$ cat src/rtl/irq_source_ctrl_pkg.sv
// Shared types, constants and helpers for the interrupt source controller.
// Holds the acknowledge FSM encoding and the vector byte composition.
package irq_source_ctrl_pkg;

  localparam int unsigned IDX_W  = 3;
  localparam int unsigned CNT_W  = 4;
  localparam int unsigned VEC_W  = 8;
  localparam int unsigned MAX_SRC = 7;

  typedef logic [1:0] state_t;

  localparam state_t ST_IDLE     = 2'd0;
  localparam state_t ST_ACK_WAIT = 2'd1;
  localparam state_t ST_VEC_OUT  = 2'd2;

  // Index reported when an acknowledge finds nothing eligible.
  function automatic logic [IDX_W-1:0] spurious_idx(input int unsigned n_src);
    return IDX_W'(n_src);
  endfunction

  // IM2-style vector: table base nibble, source index, even byte address.
  function automatic logic [VEC_W-1:0] compose_vector(input logic [3:0]       base_hi,
                                                      input logic [IDX_W-1:0] sel);
    return {base_hi, sel, 1'b0};
  endfunction

endpackage

$ cat src/rtl/irq_prio_enc.sv
// Highest-priority (lowest index) set-bit encoder.
// Returns whether any bit is set and the index of the winning bit.
module irq_prio_enc
  import irq_source_ctrl_pkg::*;
#(
  parameter int unsigned N = 4
) (
  input  logic [N-1:0]     req,
  output logic             found_c,
  output logic [IDX_W-1:0] idx_c
);

  // Scan from the lowest priority upward so the lowest index wins.
  always_comb begin
    found_c = 1'b0;
    idx_c   = '0;
    for (int i = int'(N) - 1; i >= 0; i--) begin
      if (req[i]) begin
        found_c = 1'b1;
        idx_c   = IDX_W'(i);
      end
    end
  end

endmodule

$ cat src/rtl/irq_source_ctrl.sv
// Peripheral-side interrupt controller: edge-latched requests, nested priority,
// INTA handshake with WAIT insertion and IM2-style vector, plus a pulsed NMI.
module irq_source_ctrl
  import irq_source_ctrl_pkg::*;
#(
  parameter int unsigned N_SRC       = 4,
  parameter int unsigned WAIT_CYCLES = 2,
  parameter int unsigned NMI_PULSE   = 3
) (
  input  logic             Clk,
  input  logic             RESET,
  input  logic [N_SRC-1:0] IRQ,
  input  logic [N_SRC-1:0] MASK,
  input  logic             NMI_SRC,
  input  logic             INTA,
  input  logic             RETI,
  input  logic [7:0]       VECTOR_BASE,
  output logic             INT,
  output logic             NMI,
  output logic             WAIT,
  output logic [7:0]       VECTOR,
  output logic             VECTOR_VALID,
  output logic [N_SRC-1:0] IN_SERVICE
);

  if (N_SRC < 1 || N_SRC > MAX_SRC) begin : g_bad_n_src
    $error("irq_source_ctrl: N_SRC out of range");
  end
  if (WAIT_CYCLES < 1 || WAIT_CYCLES > 15) begin : g_bad_wait
    $error("irq_source_ctrl: WAIT_CYCLES out of range");
  end
  if (NMI_PULSE < 1 || NMI_PULSE > 15) begin : g_bad_nmi
    $error("irq_source_ctrl: NMI_PULSE out of range");
  end

  localparam logic [IDX_W-1:0] SPUR_IDX = spurious_idx(N_SRC);
  localparam logic [CNT_W-1:0] CNT_ONE  = CNT_W'(1);

  logic [N_SRC-1:0] irq_q, irq_d;
  logic             nmi_src_q, nmi_src_d;
  logic [N_SRC-1:0] pending_q, pending_d;
  logic [N_SRC-1:0] in_service_q, in_service_d;
  logic             int_q, int_d;
  logic             nmi_q, nmi_d;
  logic [CNT_W-1:0] nmi_cnt_q, nmi_cnt_d;
  state_t           state_q, state_d;
  logic [CNT_W-1:0] wait_cnt_q, wait_cnt_d;
  logic [IDX_W-1:0] sel_q, sel_d;
  logic             wait_q, wait_d;
  logic             vv_q, vv_d;
  logic [7:0]       vector_q, vector_d;

  logic [N_SRC-1:0] irq_edge_c;
  logic             nmi_edge_c;
  logic [N_SRC-1:0] allow_c;
  logic [N_SRC-1:0] eligible_c;
  logic             isv_found_c;
  logic [IDX_W-1:0] isv_idx_c;
  logic             arb_found_c;
  logic [IDX_W-1:0] arb_idx_c;
  logic             grant_c;
  logic             unused_vb_lo;

  assign unused_vb_lo = ^VECTOR_BASE[3:0];

  // Current highest in-service level: gates nesting and selects the RETI clear.
  irq_prio_enc #(.N(N_SRC)) u_isv_enc (
    .req     (in_service_q),
    .found_c (isv_found_c),
    .idx_c   (isv_idx_c)
  );

  // Arbitration among eligible requests for the acknowledge.
  irq_prio_enc #(.N(N_SRC)) u_arb_enc (
    .req     (eligible_c),
    .found_c (arb_found_c),
    .idx_c   (arb_idx_c)
  );

  // Only sources strictly above the active service level may interrupt.
  always_comb begin
    allow_c = '0;
    for (int i = 0; i < int'(N_SRC); i++) begin
      allow_c[i] = !isv_found_c || (IDX_W'(i) < isv_idx_c);
    end
    eligible_c = pending_q & ~MASK & allow_c;
  end

  // Acknowledge FSM: next state and registered handshake outputs.
  always_comb begin
    state_d    = state_q;
    wait_cnt_d = wait_cnt_q;
    sel_d      = sel_q;
    wait_d     = 1'b0;
    vv_d       = 1'b0;
    vector_d   = 8'h00;
    grant_c    = 1'b0;
    case (state_q)
      ST_IDLE: begin
        if (INTA) begin
          state_d    = ST_ACK_WAIT;
          wait_cnt_d = CNT_W'(WAIT_CYCLES);
          sel_d      = arb_found_c ? arb_idx_c : SPUR_IDX;
          wait_d     = 1'b1;
        end
      end
      ST_ACK_WAIT: begin
        if (wait_cnt_q == CNT_ONE) begin
          state_d    = ST_VEC_OUT;
          wait_cnt_d = '0;
          vv_d       = 1'b1;
          vector_d   = compose_vector(VECTOR_BASE[7:4], sel_q);
        end else begin
          wait_cnt_d = wait_cnt_q - CNT_ONE;
          wait_d     = 1'b1;
        end
      end
      ST_VEC_OUT: begin
        state_d = ST_IDLE;
        grant_c = (sel_q != SPUR_IDX);
      end
      default: begin
        state_d = ST_IDLE;
      end
    endcase
  end

  // Request latching, in-service bookkeeping (RETI clear before grant set).
  always_comb begin
    irq_d        = IRQ;
    irq_edge_c   = IRQ & ~irq_q;
    pending_d    = pending_q | irq_edge_c;
    in_service_d = in_service_q;
    for (int i = 0; i < int'(N_SRC); i++) begin
      if (RETI && isv_found_c && (isv_idx_c == IDX_W'(i))) begin
        in_service_d[i] = 1'b0;
      end
      if (grant_c && (sel_q == IDX_W'(i))) begin
        pending_d[i]    = 1'b0;
        in_service_d[i] = 1'b1;
      end
    end
    int_d = |eligible_c;
  end

  // NMI pulse generator; edges during an active pulse are dropped.
  always_comb begin
    nmi_src_d  = NMI_SRC;
    nmi_edge_c = NMI_SRC & ~nmi_src_q;
    nmi_cnt_d  = nmi_cnt_q;
    nmi_d      = 1'b0;
    if (nmi_cnt_q == '0) begin
      if (nmi_edge_c) begin
        nmi_cnt_d = CNT_W'(NMI_PULSE);
        nmi_d     = 1'b1;
      end
    end else begin
      nmi_cnt_d = nmi_cnt_q - CNT_ONE;
      nmi_d     = (nmi_cnt_d != '0);
    end
  end

  always_ff @(posedge Clk) begin
    if (RESET) begin
      irq_q        <= '0;
      nmi_src_q    <= 1'b0;
      pending_q    <= '0;
      in_service_q <= '0;
      int_q        <= 1'b0;
      nmi_q        <= 1'b0;
      nmi_cnt_q    <= '0;
      state_q      <= ST_IDLE;
      wait_cnt_q   <= '0;
      sel_q        <= '0;
      wait_q       <= 1'b0;
      vv_q         <= 1'b0;
      vector_q     <= 8'h00;
    end else begin
      irq_q        <= irq_d;
      nmi_src_q    <= nmi_src_d;
      pending_q    <= pending_d;
      in_service_q <= in_service_d;
      int_q        <= int_d;
      nmi_q        <= nmi_d;
      nmi_cnt_q    <= nmi_cnt_d;
      state_q      <= state_d;
      wait_cnt_q   <= wait_cnt_d;
      sel_q        <= sel_d;
      wait_q       <= wait_d;
      vv_q         <= vv_d;
      vector_q     <= vector_d;
    end
  end

  assign INT          = int_q;
  assign NMI          = nmi_q;
  assign WAIT         = wait_q;
  assign VECTOR       = vector_q;
  assign VECTOR_VALID = vv_q;
  assign IN_SERVICE   = in_service_q;

endmodule

$ cat config.mk
export PLATFORM = sky130hd
export DESIGN_NAME = irq_source_ctrl
export DESIGN_NICKNAME = d
export VERILOG_FILES = /design/src/rtl/irq_source_ctrl_pkg.sv /design/src/rtl/irq_prio_enc.sv /design/src/rtl/irq_source_ctrl.sv
export SDC_FILE = /design/constraint.sdc
export NUM_CORES = 1
export LEC_CHECK = 0
export CORE_MARGIN = 2
export CORE_UTILIZATION = 50
export DETAILED_ROUTE_END_ITERATION = 16
export GPL_TIMING_DRIVEN = 0
export PLACE_DENSITY = 0.81
export SLEW_MARGIN = 30
export SYNTH_ARGS = -nofsm -noshare
export SYNTH_HDL_FRONTEND = slang
export SYNTH_SLANG_ARGS = --single-unit
export TNS_END_PERCENT = 50
$ cat constraint.sdc
create_clock -name Clk -period 3.24 [get_ports Clk]
set_input_delay 0.648 -clock Clk [delete_from_list [all_inputs] [get_ports Clk]]
set_output_delay 0.648 -clock Clk [all_outputs]
set_load 0.1 [all_outputs]
==> flow_metrics.rpt <==
PHYSICAL IMPLEMENTATION REPORT
----------------------------------------------------
[Yosys]
  Mean post-synth cell area ........................ 9.751 µm²
  Compound-gate portion of the synthesized area ........................ 16.89%
  Proportion of synthesized flip-flops having asynchronous set or reset ........................ 0%
  Simple-gate share of the synthesized area ........................ 23.51%
  Netlist area before placement ........................ 1511 µm²
  Number of nets at floorplan ........................ 180
  Registers, synthesis ........................ 37
  Post-synthesis instance total ........................ 155
  Count of instantiated cells in the yosys netlist ........................ 155
  Number of distinct library cells after synthesis ........................ 46
  Share of cell area taken by muxes after synthesis ........................ 1.407%
  Sequential cell area fraction in the yosys report ........................ 49.01%
  Main logic family after synthesis ........................ simple AND/OR/NAND/NOR gates
  Xor and xnor fraction of the mapped netlist area ........................ 0.5795%
  Yosys Chip Area ........................ 1511 µm²
  Number of flops mapped to enable cells by yosys ........................ 0
  Fraction of post-synthesis cell area in the top cell type by area ........................ 49.01%

[Final timing]
  Setup slack of the critical path after layout ........................ 0.6412 ns
  Worst slew margin ........................ 34.28%
  TNS Setup ........................ 0 ns
  Post-route clock period utilization ........................ 80.21%
  RSZ-0062 raised after global routing ........................ no
  Final setup violation count ........................ 0
  Final Hold Viols ........................ 0
  Highest achievable clock rate ........................ 384.8 MHz
  Tmin final ........................ 2.599 ns
  Final-report max-slew violation count ........................ 0
  Slew of the pin with the lowest slew margin ........................ 0.9828 ns

[Die]
  Io pins ........................ 37
  Overall die width ........................ 58.98 µm
  Core Region ........................ 2805 µm²
  Count of standard-cell rows ........................ 19
  Area of the chip ........................ 3479 µm²
  Vertical die dimension ........................ 58.98 µm
  Fp_density ........................ 53.88%

[Worst setup path]
  Slowest CP cell ........................ clkdlybuf4s50_1
  Worst-path fanout max ........................ 7
  Crit path launch type ........................ flip-flop
  Register-to-register path setup slack ........................ 1.63 ns
  Required time worst endpoint ........................ 2.59 ns
  Kind of cell with the highest combined delay on the critical path ........................ buffers and inverters
  Type of the worst setup path ........................ reg -> out
  Crit path buf inv count ........................ 1
  Reg2reg end ........................ nmi_cnt_q[1]$_SDFFE_PP0P_
  Sort of element at the end of the critical path ........................ primary output
  Critical register-to-register path startpoint ........................ nmi_cnt_q[1]$_SDFFE_PP0P_
  CP Depth ........................ 1
  Cells on worst reg2reg path ........................ 5
  Data arrival time of the critical path ........................ 1.95 ns

[Final layout]
  Share of layout cells above drive strength 1 ........................ 10.42%
  Final Util ........................ 67.93%
  Ant. Diodes ........................ 0
  Synth-to-layout area growth ........................ 26.08%

[Run]
  OpenROAD warning count ........................ 32
  Number of max-capacitance violations reported ........................ 0

[Routing]
  Via total after detailed routing ........................ 1244
  Average via count per standard cell ........................ 5.578
  Post-route ant nets ........................ 0
  Router iterations before antenna repair ........................ 10
  DRC violations left ........................ 1
  Wire length after detailed routing ........................ 3333 µm

[Clock tree]
  Maximum clock insertion buffer count ........................ 2
  Clock transition at path regs ........................ 0.10 ns
  Htree depth ........................ 2
  Clock Tree Root ........................ clkbuf_4
  Num CTS Buffers ........................ 5
  Count of hold buffers inserted by post-cts repair ........................ 0

[Status]
  Violated checks ........................ DRC
  Run status ........................ finished with violations

[Placed design]
  Post-placement setup slack ........................ 1.023 ns
  Hpwl dp ........................ 2541 µm
  I/O Buffers ........................ 30

[Global route]
  Largest net degree at the start of global routing ........................ 11
  First-pass GRT wire length ........................ 5899 µm
  GRT Resource Usage Total ........................ 22.80%
  GR peak layer ........................ met2
  Via count of the first global-routing pass ........................ 1337
  Met3 Use GR ........................ 6.332%

[Worst hold path]
  Source of the worst hold timing path ........................ wait_cnt_q[0]$_SDFFE_PP0P_
  Hold endpoint ........................ wait_cnt_q[0]$_SDFFE_PP0P_
  Worst min-delay path class ........................ reg -> reg
  Number of cells traversed by the worst hold path ........................ 2

[Power and ir drop]
  Leakage power total ........................ 0.7408 nW
  Ratio of total power to cell area ........................ 587.3 nW/µm²
  Maximum VDD drop ........................ 337.6 µV

----------------------------------------------------
where the power goes:
group          switching [W]  total, W  internal (W)
registers          0.0000402  0.000539      0.000499
logic               0.000194  0.000333      0.000139
clock network       0.000144  0.000247      0.000103
how the worst max path moves through the flow:
stage / startpoint / endpoint / slack, ns
finish: IN_SERVICE[0]$_SDFFE_PP0P_ / IN_SERVICE[0] / 0.64
CTS: IN_SERVICE[0]$_SDFFE_PP0P_ / IN_SERVICE[0] / 0.64
global placement: IN_SERVICE[0]$_SDFFE_PP0P_ / IN_SERVICE[0] / 1.02
global route: IN_SERVICE[0]$_SDFFE_PP0P_ / IN_SERVICE[0] / 0.58
detailed placement: IN_SERVICE[0]$_SDFFE_PP0P_ / IN_SERVICE[0] / 1.02
floorplan: IN_SERVICE[0]$_SDFFE_PP0P_ / sel_q[1]$_SDFFE_PP0P_ / 1.47
routing by layer:
layer | share of wire (%) | up-vias | wire [µm]
li1 | - | 613 | -
met1 | 40 | 583 | 1341
met5 | 0 | - | 0
met2 | 54 | 39 | 1792
met4 | 1.7 | 0 | 55
met3 | 4.3 | 9 | 143
cells by family after synthesis:
group                    after synthesis
adder cells (fa/ha/maj)                4
other                                  1
XOR/XNOR                               1
buffers and inverters                 18
AND/OR/NAND/NOR                       57
flip-flops                            37
AND-OR/OR-AND                         35
multiplexers                           2
metrics by stage:
| stage | instances | total power (W) | hold WS, ns |
|---|---|---|---|
| floorplan | 155 | 0.0007909 | 0.4578 |
| global placement | 216 | 0.0008509 | 0.4659 |
| detailed placement | 216 | 0.0008787 | 0.5020 |
| CTS | 223 | 0.001117 | 0.5133 |
| global route | 223 | 0.001175 | 0.5380 |
| finish | 223 | 0.001119 | 0.5137 |
sequential cells by signal, summed over array words and instances, names as in the netlist, 2 cells and up:
name	cells
IN_SERVICE	4
VECTOR	7
irq_q	4
nmi_cnt_q	4
pending_q	4
sel_q	3
state_q	2
wait_cnt_q	4
cell usage after synthesis, types with 2 or more instances:
master and instances:
a21oi_1 11, o211ai_1 2, nand2_1 6, or3_1 2
nor3b_1 3, nor3_1 2, nand3b_1 3, buf_2 3
dfxtp_1 37, nor2b_1 11, ha_1 4, a22oi_1 3
o21ai_0 2, nor2_1 11, inv_1 11, nand4b_1 2
or3b_4 2, nand2b_1 2, and2_1 7, a211oi_1 5
cell usage in the layout (no fill, tap or decap), types with 5 or more instances in the layout:
cell type	instances
inv_1	11
a211oi_1	5
nor2_1	11
a21oi_1	11
clkbuf_4	5
and2_1	7
nor2b_1	11
dfxtp_1	37
clkdlybuf4s50_1	30
nand2_1	6
area by class of cell:
| class | count | area, µm² |
|---|---|---|
| Multi-Input combinational cell | 100 | 694.4 |
| Inverter | 11 | 41.29 |
| Sequential cell | 37 | 740.7 |
| Buffer | 7 | 35.03 |
| Timing Repair Buffer | 30 | 300.3 |
| Fill cell | 228 | 899.6 |
| Clock buffer | 7 | 55.05 |
| Tap cell | 31 | 38.79 |
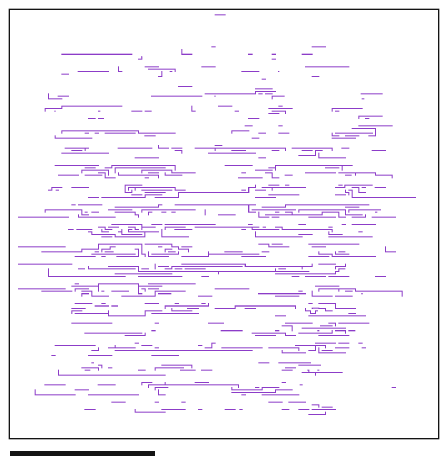
*Metal 1*
Bar = 20 µm.
wire length on this layer	1340 µm
nets with wire on the layer	192
longest straight run	23.5 µm
share of all routed wire	40%
main direction	horizontal

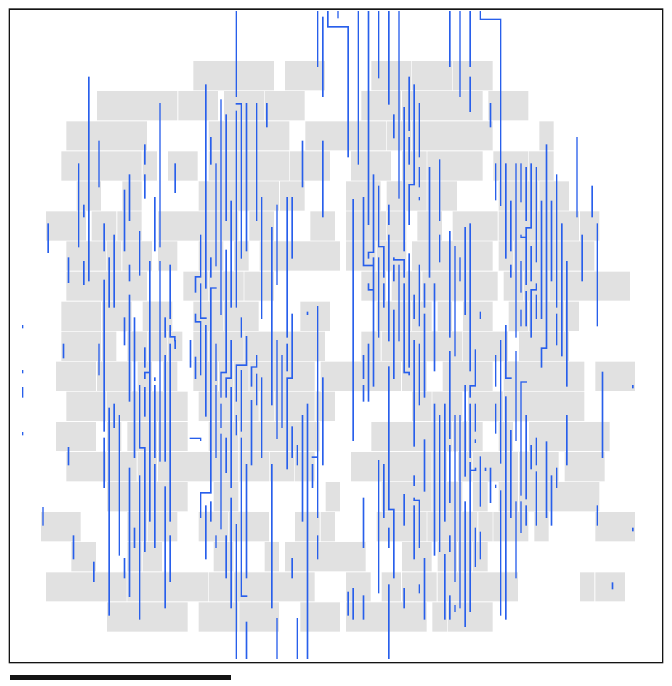
*Signal wires on met2*
Bar = 20 µm.
longest straight run	23.5 µm
nets with wire on the layer	188
share of all routed wire	54%
wire length on this layer	1790 µm
main direction	vertical

Power figures rest on the tool's default switching activity, not on a simulated workload.
